Run 1, routed metal, one colour a layer:
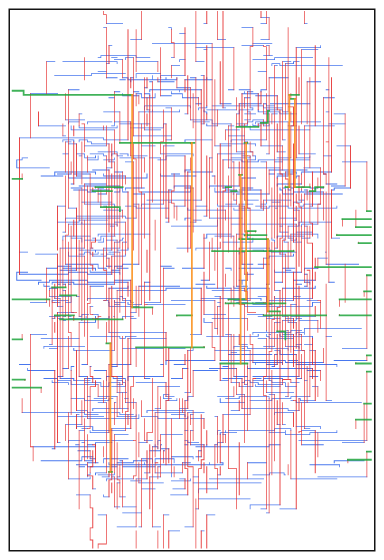
Run 1, clock wires, drivers and flops:
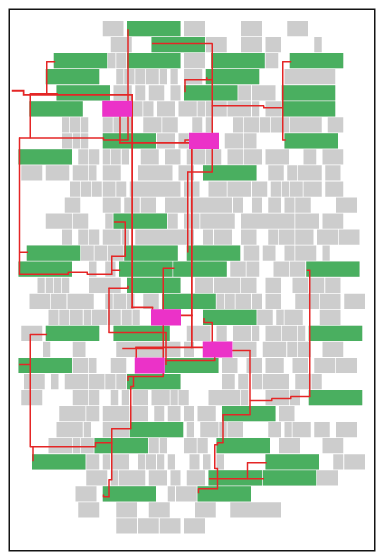
Run 1, floorplan with the power grid:
Bar = 20 um. Pins as bars on the die edge. Tap cells in grey.
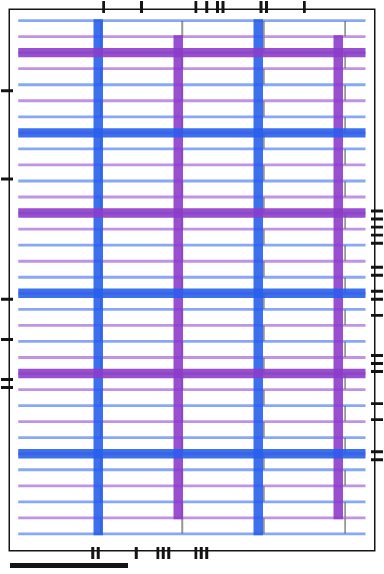
==> config.mk <==
export PLATFORM = sky130hd
export DESIGN_NAME = hamming_serial_rx
export DESIGN_NICKNAME = d
export VERILOG_FILES = /design/src/rtl/hamming_serial_rx_pkg.sv /design/src/rtl/hamming74_correct.sv /design/src/rtl/hamming_serial_rx.sv
export SDC_FILE = /design/constraint.sdc
export NUM_CORES = 1
export LEC_CHECK = 0
export CORE_ASPECT_RATIO = 1.5
export CORE_UTILIZATION = 48
export CTS_CLUSTER_DIAMETER = 50
export CTS_CLUSTER_SIZE = 14
export DETAILED_ROUTE_END_ITERATION = 10
export GPL_ROUTABILITY_DRIVEN = 1
export PLACE_DENSITY = 0.76
export REMOVE_ABC_BUFFERS = 1
export SYNTH_ARGS = -nofsm -noshare
export SYNTH_HDL_FRONTEND = slang
export SYNTH_SLANG_ARGS = --single-unit
==> constraint.sdc <==
create_clock -name clk -period 1.97 [get_ports clk]
set_input_delay 0.197 -clock clk [delete_from_list [all_inputs] [get_ports clk]]
set_output_delay 0.197 -clock clk [all_outputs]
set_load 0.02 [all_outputs]
==> src/rtl/hamming_serial_rx_pkg.sv <==
`default_nettype none
`timescale 1ns/1ps
// +----------------------------------------------------------------------+
// | hamming_serial_rx_pkg                                                |
// | Shared Hamming(7,4) constants and receiver FSM state encoding.       |
// | Revision: 1.0                                                        |
// +----------------------------------------------------------------------+
package hamming_serial_rx_pkg;

  localparam int CW_W   = 7;
  localparam int DATA_W = 4;
  localparam int POS_W  = 3;

  // Codeword index of each parity bit (position = index + 1).
  localparam int P1_IDX = 0;
  localparam int P2_IDX = 1;
  localparam int P4_IDX = 3;

  localparam int D0_IDX = 2;
  localparam int D1_IDX = 4;
  localparam int D2_IDX = 5;
  localparam int D3_IDX = 6;

  typedef enum logic [1:0] {
    ST_IDLE   = 2'd0,
    ST_SHIFT  = 2'd1,
    ST_DECODE = 2'd2,
    ST_HOLD   = 2'd3
  } state_e;

endpackage : hamming_serial_rx_pkg
`default_nettype wire

==> src/rtl/hamming74_correct.sv <==
`default_nettype none
`timescale 1ns/1ps
// +----------------------------------------------------------------------+
// | hamming74_correct                                                    |
// | Combinational Hamming(7,4) syndrome, single-bit correction, extract. |
// | Revision: 1.0                                                        |
// +----------------------------------------------------------------------+
module hamming74_correct
  import hamming_serial_rx_pkg::*;
(
  input  logic [CW_W-1:0]   cw_i,
  output logic [DATA_W-1:0] data_o,
  output logic              err_o,
  output logic [POS_W-1:0]  pos_o
);

  logic [POS_W-1:0] syn;
  logic [CW_W-1:0]  flip_mask;
  logic [CW_W-1:0]  fixed_cw;

  always_comb begin
    syn[0] = cw_i[P1_IDX] ^ cw_i[D0_IDX] ^ cw_i[D1_IDX] ^ cw_i[D3_IDX];
    syn[1] = cw_i[P2_IDX] ^ cw_i[D0_IDX] ^ cw_i[D2_IDX] ^ cw_i[D3_IDX];
    syn[2] = cw_i[P4_IDX] ^ cw_i[D1_IDX] ^ cw_i[D2_IDX] ^ cw_i[D3_IDX];
  end

  // Syndrome value is the 1-based position of the bad bit; zero flips nothing.
  always_comb begin
    flip_mask = '0;
    for (int i = 0; i < CW_W; i++) begin
      flip_mask[i] = (syn == POS_W'(i + 1));
    end
  end

  assign fixed_cw = cw_i ^ flip_mask;
  assign data_o   = {fixed_cw[D3_IDX], fixed_cw[D2_IDX], fixed_cw[D1_IDX], fixed_cw[D0_IDX]};
  assign err_o    = (syn != '0);
  assign pos_o    = syn;

endmodule : hamming74_correct
`default_nettype wire

==> src/rtl/hamming_serial_rx.sv <==
`default_nettype none
`timescale 1ns/1ps
// +----------------------------------------------------------------------+
// | hamming_serial_rx                                                    |
// | Serial LSB-first Hamming(7,4) receiver with correction and counters. |
// | Revision: 1.0                                                        |
// +----------------------------------------------------------------------+
module hamming_serial_rx
  import hamming_serial_rx_pkg::*;
#(
  parameter int CNT_W = 16,
  parameter int ABT_W = 8
) (
  input  logic              clk,
  input  logic              rst_n,
  input  logic              sin,
  input  logic              sin_valid,
  input  logic              sin_sof,
  output logic              sin_ready,
  output logic [DATA_W-1:0] dout,
  output logic              dout_valid,
  input  logic              dout_ready,
  output logic              err_flag,
  output logic [POS_W-1:0]  err_pos,
  output logic [CNT_W-1:0]  corr_cnt,
  output logic [ABT_W-1:0]  abort_cnt,
  input  logic              cnt_clr
);

  state_e              state_q;
  logic [2:0]          bit_cnt_q;
  logic [CW_W-1:0]     cw_q;
  logic [DATA_W-1:0]   dout_q;
  logic                dout_valid_q;
  logic                err_flag_q;
  logic [POS_W-1:0]    err_pos_q;
  logic [CNT_W-1:0]    corr_cnt_q;
  logic [CNT_W-1:0]    corr_cnt_d;
  logic [ABT_W-1:0]    abort_cnt_q;
  logic [ABT_W-1:0]    abort_cnt_d;

  logic                accept;
  logic                abort_evt;
  logic                corr_evt;
  logic [DATA_W-1:0]   dec_data;
  logic                dec_err;
  logic [POS_W-1:0]    dec_pos;

  hamming74_correct u_correct (
    .cw_i   (cw_q),
    .data_o (dec_data),
    .err_o  (dec_err),
    .pos_o  (dec_pos)
  );

  assign sin_ready = (state_q == ST_IDLE) || (state_q == ST_SHIFT);
  assign accept    = sin_valid && sin_ready;
  assign abort_evt = (state_q == ST_SHIFT) && accept && sin_sof;
  assign corr_evt  = (state_q == ST_DECODE) && dec_err;

  always_ff @(posedge clk or negedge rst_n) begin
    if (!rst_n) begin
      state_q      <= ST_IDLE;
      bit_cnt_q    <= '0;
      cw_q         <= '0;
      dout_q       <= '0;
      dout_valid_q <= 1'b0;
      err_flag_q   <= 1'b0;
      err_pos_q    <= '0;
    end else begin
      case (state_q)
        ST_IDLE: begin
          if (accept && sin_sof) begin
            cw_q      <= {{(CW_W-1){1'b0}}, sin};
            bit_cnt_q <= 3'd1;
            state_q   <= ST_SHIFT;
          end
        end
        ST_SHIFT: begin
          if (accept) begin
            if (sin_sof) begin
              cw_q      <= {{(CW_W-1){1'b0}}, sin};
              bit_cnt_q <= 3'd1;
            end else begin
              cw_q[bit_cnt_q] <= sin;
              bit_cnt_q       <= bit_cnt_q + 3'd1;
              if (bit_cnt_q == 3'(CW_W - 1)) begin
                state_q <= ST_DECODE;
              end
            end
          end
        end
        ST_DECODE: begin
          dout_q       <= dec_data;
          err_flag_q   <= dec_err;
          err_pos_q    <= dec_pos;
          dout_valid_q <= 1'b1;
          bit_cnt_q    <= '0;
          state_q      <= ST_HOLD;
        end
        ST_HOLD: begin
          if (dout_ready) begin
            dout_valid_q <= 1'b0;
            state_q      <= ST_IDLE;
          end
        end
        default: begin
          state_q <= ST_IDLE;
        end
      endcase
    end
  end

  // Clear wins over a same-cycle increment; both counters stick at all-ones.
  always_comb begin
    corr_cnt_d = corr_cnt_q;
    if (cnt_clr) begin
      corr_cnt_d = '0;
    end else if (corr_evt && (corr_cnt_q != '1)) begin
      corr_cnt_d = corr_cnt_q + CNT_W'(1);
    end
  end

  always_comb begin
    abort_cnt_d = abort_cnt_q;
    if (cnt_clr) begin
      abort_cnt_d = '0;
    end else if (abort_evt && (abort_cnt_q != '1)) begin
      abort_cnt_d = abort_cnt_q + ABT_W'(1);
    end
  end

  always_ff @(posedge clk or negedge rst_n) begin
    if (!rst_n) begin
      corr_cnt_q  <= '0;
      abort_cnt_q <= '0;
    end else begin
      corr_cnt_q  <= corr_cnt_d;
      abort_cnt_q <= abort_cnt_d;
    end
  end

  assign dout       = dout_q;
  assign dout_valid = dout_valid_q;
  assign err_flag   = err_flag_q;
  assign err_pos    = err_pos_q;
  assign corr_cnt   = corr_cnt_q;
  assign abort_cnt  = abort_cnt_q;

endmodule : hamming_serial_rx
`default_nettype wire

==> impl_report.txt, run 1 <==
IMPLEMENTATION SUMMARY REPORT
----------------------------------------------------
[Outcome]
  Outcome ........................ finished with violations
  Violations in the final reports ........................ setup timing

[Final timing]
  Setup Skew ........................ 8.43 ps
  Shortest period the worst path allows ........................ 2010 ps
  Final critical-path share of the clock period ........................ 102%
  Final setup violation count ........................ 3
  Final Hold Violation Tally ........................ 0
  Worst-case setup margin in the final layout ........................ -44.0 ps

[Worst setup path]
  CP bufs+invs ........................ 1
  Arr. time, crit path ........................ 2230 ps
  Critical Path End ........................ dout[1]$_DFFE_PN0P_
  Reg-to-Reg End ........................ dout[1]$_DFFE_PN0P_
  Slowest-stage cell, CP ........................ sky130_fd_sc_hd__xnor3_2

[Synth]
  Number of synthesized flops with an enable pin ........................ 0
  Sequential fraction of the synthesis area ........................ 43.9%
  XOR-XNOR Cells, Area Fraction ........................ 7.12%
  Area share of and-or/or-and cells after synthesis ........................ about 14%

[Pwr]
  Pwr Total ........................ about 3800 uW
  Power per cell area ........................ between 1000 and 1500 mW/mm^2

[Drt]
  DRC violations left ........................ 0
  Metal1 wirelength ........................ 2370 um
  Total wirelength of the detailed-routed design ........................ approximately 6300 um
  Detail Route Antenna Nets ........................ 0
  Routed WL per cell ........................ around 15 um

[Clock network]
  Insertion delay to the later sink of the worst-skew pair ........................ 300 ps
  Root buffer cell ........................ sky130_fd_sc_hd__clkbuf_8

[Die]
  Number of well taps ........................ 68
  Die ar. ........................ 0.00565 sq mm
  Floorplan-stage core utilization ........................ 50.1%
  Ports ........................ 41

[Cells and area]
  Post-Layout Cell Count ........................ 416
  Proportion of layout cells with a drive suffix above 1 ........................ between 20% and 30%
  Final-layout clock-cell area share ........................ 2.92%
  Final non-filler cell area ........................ 0.00355 sq mm

[Placement]
  Post-Place Worst Slack ........................ -65.5 ps

----------------------------------------------------
## Picture notes: 'routed metal, one colour a layer'
colour	layer	wire length
green	metal 3	223 um
blue	metal 1	2370 um
orange	metal 4	194 um
red	metal 2	3520 um

## Picture notes: 'clock wires, drivers and flops'
[magenta] clock drivers | count: 5
[red] clock wires | length: 566 um
[green] flip-flops | count: 45
routed clock nets	6

## Picture notes: 'floorplan with the power grid'
colour	net
blue	VSS
purple	VDD
met1 rails	33
tap cells	68
rows	32
met5 straps	6

## run 1: report_power, final
group	internal, uW	total (uW)	switching, uW
Clock	369	676	307
Combinational	851	1880	1030
Sequential	1090	1240	144
Total	2310	3790	1480
## run 1: registers in the layout (all words and copies together) (netlist names)
name / count
bit_cnt_q: 3
cw_q: 7
dout_valid: 1
abort_cnt: 8
err_pos: 3
corr_cnt: 16
state_q: 2
dout: 4
err_flag: 1
## run 1: synth_stat cells, types with 6 or more instances
cell type,count,area (sq um)
sky130_fd_sc_hd__nand2_1,14,52.6
sky130_fd_sc_hd__nand3_1,17,85.1
sky130_fd_sc_hd__mux2_2,7,78.8
sky130_fd_sc_hd__o21ai_0,18,90.1
sky130_fd_sc_hd__dfrtp_1,45,1130
sky130_fd_sc_hd__or4_1,7,52.6
sky130_fd_sc_hd__o31ai_1,9,67.6
sky130_fd_sc_hd__nor2b_1,6,37.5
sky130_fd_sc_hd__nor3_1,10,50.1
sky130_fd_sc_hd__nor2_1,28,105
sky130_fd_sc_hd__ha_1,9,113
sky130_fd_sc_hd__clkbuf_1,7,26.3
sky130_fd_sc_hd__a21oi_1,20,100
sky130_fd_sc_hd__xnor2_1,11,96.3
sky130_fd_sc_hd__inv_1,11,41.3
## run 1: worst min-delay path by stage
stage / startpoint / to / slack, ps / depth (start not counted)
detailed placement: rst_n / corr_cnt[13]$_DFFE_PN0P_ / 230 / 1
finish: rst_n / corr_cnt[14]$_DFFE_PN0P_ / 420 / 2
floorplan: rst_n / abort_cnt[0]$_DFFE_PN0P_ / -100 / 0
CTS: rst_n / corr_cnt[13]$_DFFE_PN0P_ / 450 / 2
global route: rst_n / corr_cnt[15]$_DFFE_PN0P_ / 500 / 2
global placement: rst_n / corr_cnt[13]$_DFFE_PN0P_ / 230 / 1
==> run 1 -> run 2 <==
--- a/config.mk
+++ b/config.mk
@@ -5,6 +5,7 @@
 export SDC_FILE = /design/constraint.sdc
 export NUM_CORES = 1
 export LEC_CHECK = 0
+export CAP_MARGIN = 20
 export CORE_ASPECT_RATIO = 1.5
 export CORE_UTILIZATION = 48
 export CTS_CLUSTER_DIAMETER = 50
Run 2, routed metal, one colour a layer:
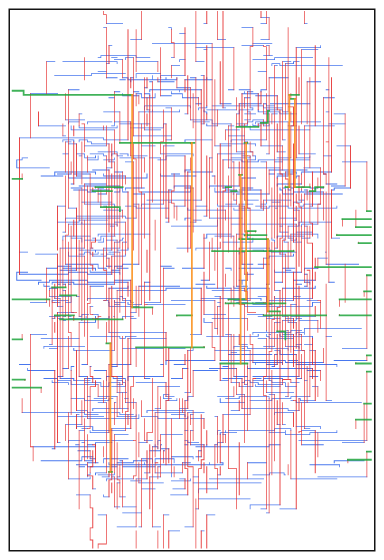
colour	layer	wire length
blue	metal 1	2370 um
red	metal 2	3520 um
orange	metal 4	194 um
green	metal 3	223 um

Run 2, congestion heat map:
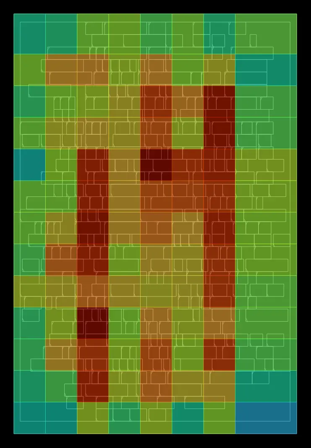
busiest grt layer: met2
total routing usage reported by global routing: 23.6%

Run 2, cells coloured by class:
Bar = 20 um.
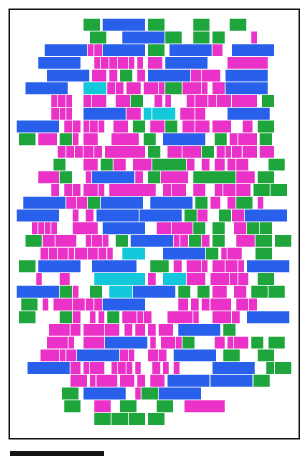
colour	class	cells	share of their area
magenta	combinational and other logic	215	43%
blue	flops	45	33%
cyan	clock drivers and dummy loads	7	3.0%
green	other buffers and delay cells	81	21%

==> impl_report.txt, run 2 <==
IMPLEMENTATION SUMMARY REPORT
----------------------------------------------------
[Die]
  Floorplan-stage core utilization ........................ about half
  Die ar. ........................ 0.00565 sq mm

[Pwr]
  Power per cell area ........................ approximately 1100 mW/mm^2
  Power Internal ........................ between 2000 and 2500 uW
  Clock power frac ........................ 17.8%
  Pwr Total ........................ approximately 3800 uW
  Power in combinational cells ........................ 1880 uW
  Clock Power ........................ between 600 and 700 uW
  Group with the largest share of power ........................ combinational cells

[Final timing]
  Worst-case setup margin in the final layout ........................ -44.0 ps
  Shortest period the worst path allows ........................ ~2000 ps
  Final critical-path share of the clock period ........................ 102%
  Final setup violation count ........................ 3
  Final Hold Violation Tally ........................ 0
  Setup Skew ........................ 8.43 ps

[Clock network]
  Insertion delay to the later sink of the worst-skew pair ........................ 300 ps

[Outcome]
  Outcome ........................ finished with violations
  Violations in the final reports ........................ setup timing

[Synth]
  Library cell with the largest summed area after synthesis ........................ sky130_fd_sc_hd__dfrtp_1
  Area share of and-or/or-and cells after synthesis ........................ between 10 and 15%
  Area share of the largest cell type after synthesis ........................ 43.9%
  XOR-XNOR Cells, Area Fraction ........................ 7.12%

[Drt]
  Routed WL per cell ........................ ~15 um
  DRC violations left ........................ 0

[Worst setup path]
  Arr. time, crit path ........................ 2230 ps
  Reg-to-Reg End ........................ dout[1]$_DFFE_PN0P_

----------------------------------------------------
==> run 2: cell type report <==
class / instances / area, sq um
tap: 68 / 85.1
multi-input combinational: 204 / 1460
inverter: 11 / 41.3
timing repair buffer: 81 / 739
fill: 433 / 1570
clock buffer: 5 / 68.8
clock inverter: 2 / 35.0
sequential: 45 / 1130
==> run 2: repair_timing <==
item	4_1_cts	5_1_grt
buffers inserted	1	3
resized	10	22
setup endpoints to repair	9	19
hold buffers	1	0
gates cloned	0	1
endpoints found under the hold margin	24	0
pin swaps	3	7
==> run 2: critical path, stage by stage, from the launching register on <==
cell                      delay, ps
sky130_fd_sc_hd__dfrtp_1        360
sky130_fd_sc_hd__xnor3_2        480
sky130_fd_sc_hd__xnor2_4        190
sky130_fd_sc_hd__buf_4          160
sky130_fd_sc_hd__or3b_2         450
sky130_fd_sc_hd__xor2_1         160
sky130_fd_sc_hd__a21oi_1        140
==> run 2: how the worst max path moves through the flow <==
stage / startpoint / endpoint / slack [ps] / depth (start not counted)
global route: cw_q[4]$_DFFE_PN0P_ / dout[1]$_DFFE_PN0P_ / -80 / 6
CTS: cw_q[4]$_DFFE_PN0P_ / dout[1]$_DFFE_PN0P_ / -6 / 6
finish: cw_q[4]$_DFFE_PN0P_ / dout[1]$_DFFE_PN0P_ / -40 / 6
global placement: cw_q[4]$_DFFE_PN0P_ / corr_cnt[12]$_DFFE_PN0P_ / 6 / 6
detailed placement: cw_q[3]$_DFFE_PN0P_ / corr_cnt[8]$_DFFE_PN0P_ / -70 / 6
floorplan: corr_cnt[0]$_DFFE_PN0P_ / corr_cnt[8]$_DFFE_PN0P_ / -630 / 6
==> run 2: metal layers <==
layer  track usage, %  up-vias
met4             10.4        0
met2             41.3       76
li1                 -     1130
met1             27.3     1146
met5                0        -
met3             3.13       18
==> run 2 -> run 3 <==
--- a/config.mk
+++ b/config.mk
@@ -14,6 +14,7 @@
 export GPL_ROUTABILITY_DRIVEN = 1
 export PLACE_DENSITY = 0.76
 export REMOVE_ABC_BUFFERS = 1
+export SLEW_MARGIN = 20
 export SYNTH_ARGS = -nofsm -noshare
 export SYNTH_HDL_FRONTEND = slang
 export SYNTH_SLANG_ARGS = --single-unit
Run 3, congestion heat map:
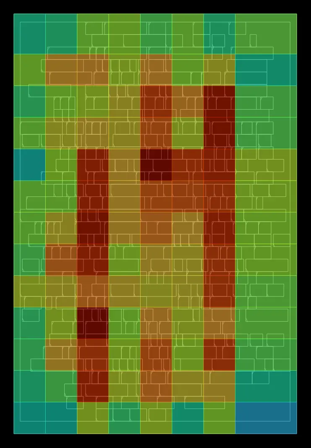
met3 Use GR: 3.13%
routing usage on met1: 27.3%

Run 3, routed metal, one colour a layer:
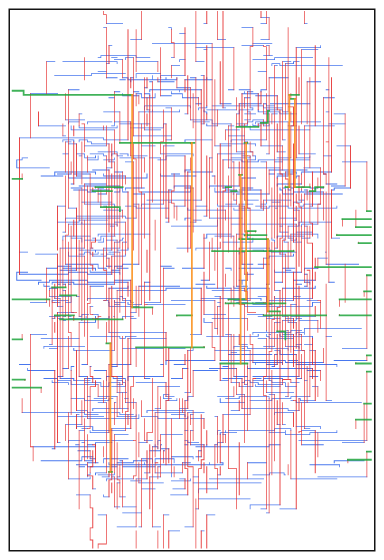
total wirelength of the detailed-routed design: 6310 um
total via count after detailed routing: 2370
Routed WL per cell: 15.2 um

==> impl_report.txt, run 3 <==
IMPLEMENTATION SUMMARY REPORT
----------------------------------------------------
[Synth]
  Area share of the largest cell type after synthesis ........................ 43.9%
  Most numerous cell types in the synthesized netlist ........................ sky130_fd_sc_hd__dfrtp_1, sky130_fd_sc_hd__nor2_1, sky130_fd_sc_hd__a21oi_1, sky130_fd_sc_hd__o21ai_0, sky130_fd_sc_hd__nand3_1
  Library cell with the largest summed area after synthesis ........................ sky130_fd_sc_hd__dfrtp_1
  Number of synthesized flops with an enable pin ........................ 0
  Top cells by area in the synthesized netlist ........................ sky130_fd_sc_hd__dfrtp_1, sky130_fd_sc_hd__ha_1, sky130_fd_sc_hd__nor2_1, sky130_fd_sc_hd__a21oi_1, sky130_fd_sc_hd__xnor2_1
  Most frequent cell after synthesis ........................ sky130_fd_sc_hd__dfrtp_1
  Sequential fraction of the synthesis area ........................ 43.9%

[Die]
  Floorplan-stage core utilization ........................ 50.1%
  # rows ........................ 32
  Die ar. ........................ 0.00565 sq mm
  Ports ........................ 41

[Placement]
  Post-Place Worst Slack ........................ -65.5 ps

[Final timing]
  Final Hold Violation Tally ........................ 0
  Setup Skew ........................ 8.43 ps
  Final setup violation count ........................ 3
  Worst-case setup margin in the final layout ........................ -44.0 ps

[Pwr]
  Power share of the combinational group ........................ 49.5%
  Net Sw Power ........................ 1480 uW
  Sequential group share of total power ........................ 32.6%
  Sequential cell power ........................ 1240 uW
  Clock Power ........................ 676 uW
  Power in combinational cells ........................ 1880 uW
  Pwr Total ........................ 3790 uW
  Power per cell area ........................ approximately 1100 mW/mm^2
  Group with the largest share of power ........................ combinational cells
  Switching part of the total power ........................ between 30% and 40%
  Clock power frac ........................ 17.8%

[Worst setup path]
  Largest delay contributor family on the critical path ........................ XOR/XNOR gates
  CP cell instances ........................ xnor3_2 > xnor2_4 > buf_4 > or3b_2 > xor2_1 > a21oi_1
  Reg-to-Reg End ........................ dout[1]$_DFFE_PN0P_
  CP max FO ........................ 4
  Slowest-stage cell, CP ........................ sky130_fd_sc_hd__xnor3_2
  Total number of cells along the worst setup path ........................ 6

[Cells and area]
  Count of fill cells added during filler insertion ........................ 433
  Final non-filler cell area ........................ 0.00355 sq mm
  Post-Layout Cell Count ........................ 416
  Logic cell area ........................ 0.00146 sq mm
  Area used by sequential logic in the layout ........................ 0.00113 sq mm
  Proportion of layout cells with a drive suffix above 1 ........................ ~25%

[Drt]
  Metal1 wirelength ........................ 2370 um
  DRC violations left ........................ 0
  Detail Route Antenna Nets ........................ 0

[GRT]
  Met2 Resource Use GR ........................ around two fifths
  Total routing usage reported by global routing ........................ 23.6%

[Clock network]
  Insertion delay to the later sink of the worst-skew pair ........................ approximately 300 ps
  Root buffer cell ........................ sky130_fd_sc_hd__clkbuf_8

[Outcome]
  Outcome ........................ finished with violations
  Violations in the final reports ........................ setup timing

----------------------------------------------------
Run 3, cells coloured by class:
Bar = 20 um.
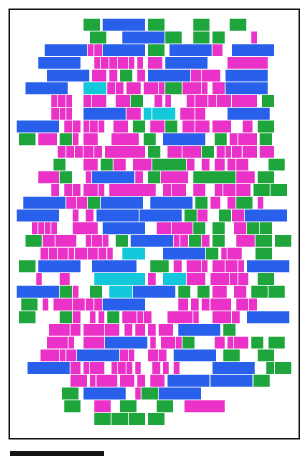
fraction of standard cell area that is sequential: 31.7%
final design utilization: 69.3%
Std-Cell Core Area: 0.00512 sq mm

## run 3: final cells by class
| type | count | area share (%) |
|---|---|---|
| Sequential cell | 45 | 31.7 |
| Timing Repair Buffer | 81 | 20.8 |
| Clock buffer | 5 | 1.94 |
| Tap cell | 68 | 2.40 |
| Multi-Input combinational cell | 204 | 41.0 |
| Clock inverter | 2 | 0.986 |
| Inverter | 11 | 1.16 |
## run 3: cells by family after synthesis
kind of cell | after synthesis | share of synthesized area, %
compound gates | 61 | 14.2
xor+xnor | 17 | 7.12
fa+ha+maj | 9 | 4.39
buf+inv | 24 | 4.58
flops | 45 | 43.9
mux | 8 | 3.46
simple gates | 109 | 22.4
## run 3: timing repair
| item | 4_1_cts | 5_1_grt |
|---|---|---|
| gates cloned | 0 | 1 |
| hold buffers | 1 | 0 |
| buffers inserted | 1 | 3 |
| resized | 10 | 22 |
| endpoints found under the setup margin | 9 | 19 |
| endpoints found under the hold margin | 24 | 0 |
| pin swaps | 3 | 7 |
## run 3: worst max path at each step
stage                            start                  endpoint  slack (ps)
6_report           cw_q[4]$_DFFE_PN0P_       dout[1]$_DFFE_PN0P_         -40
5_1_grt            cw_q[4]$_DFFE_PN0P_       dout[1]$_DFFE_PN0P_         -80
4_1_cts            cw_q[4]$_DFFE_PN0P_       dout[1]$_DFFE_PN0P_          -6
3_5_place_dp       cw_q[3]$_DFFE_PN0P_   corr_cnt[8]$_DFFE_PN0P_         -70
3_3_place_gp       cw_q[4]$_DFFE_PN0P_  corr_cnt[12]$_DFFE_PN0P_           6
2_1_floorplan  corr_cnt[0]$_DFFE_PN0P_   corr_cnt[8]$_DFFE_PN0P_        -630
Power and IR drop assume default switching activity.
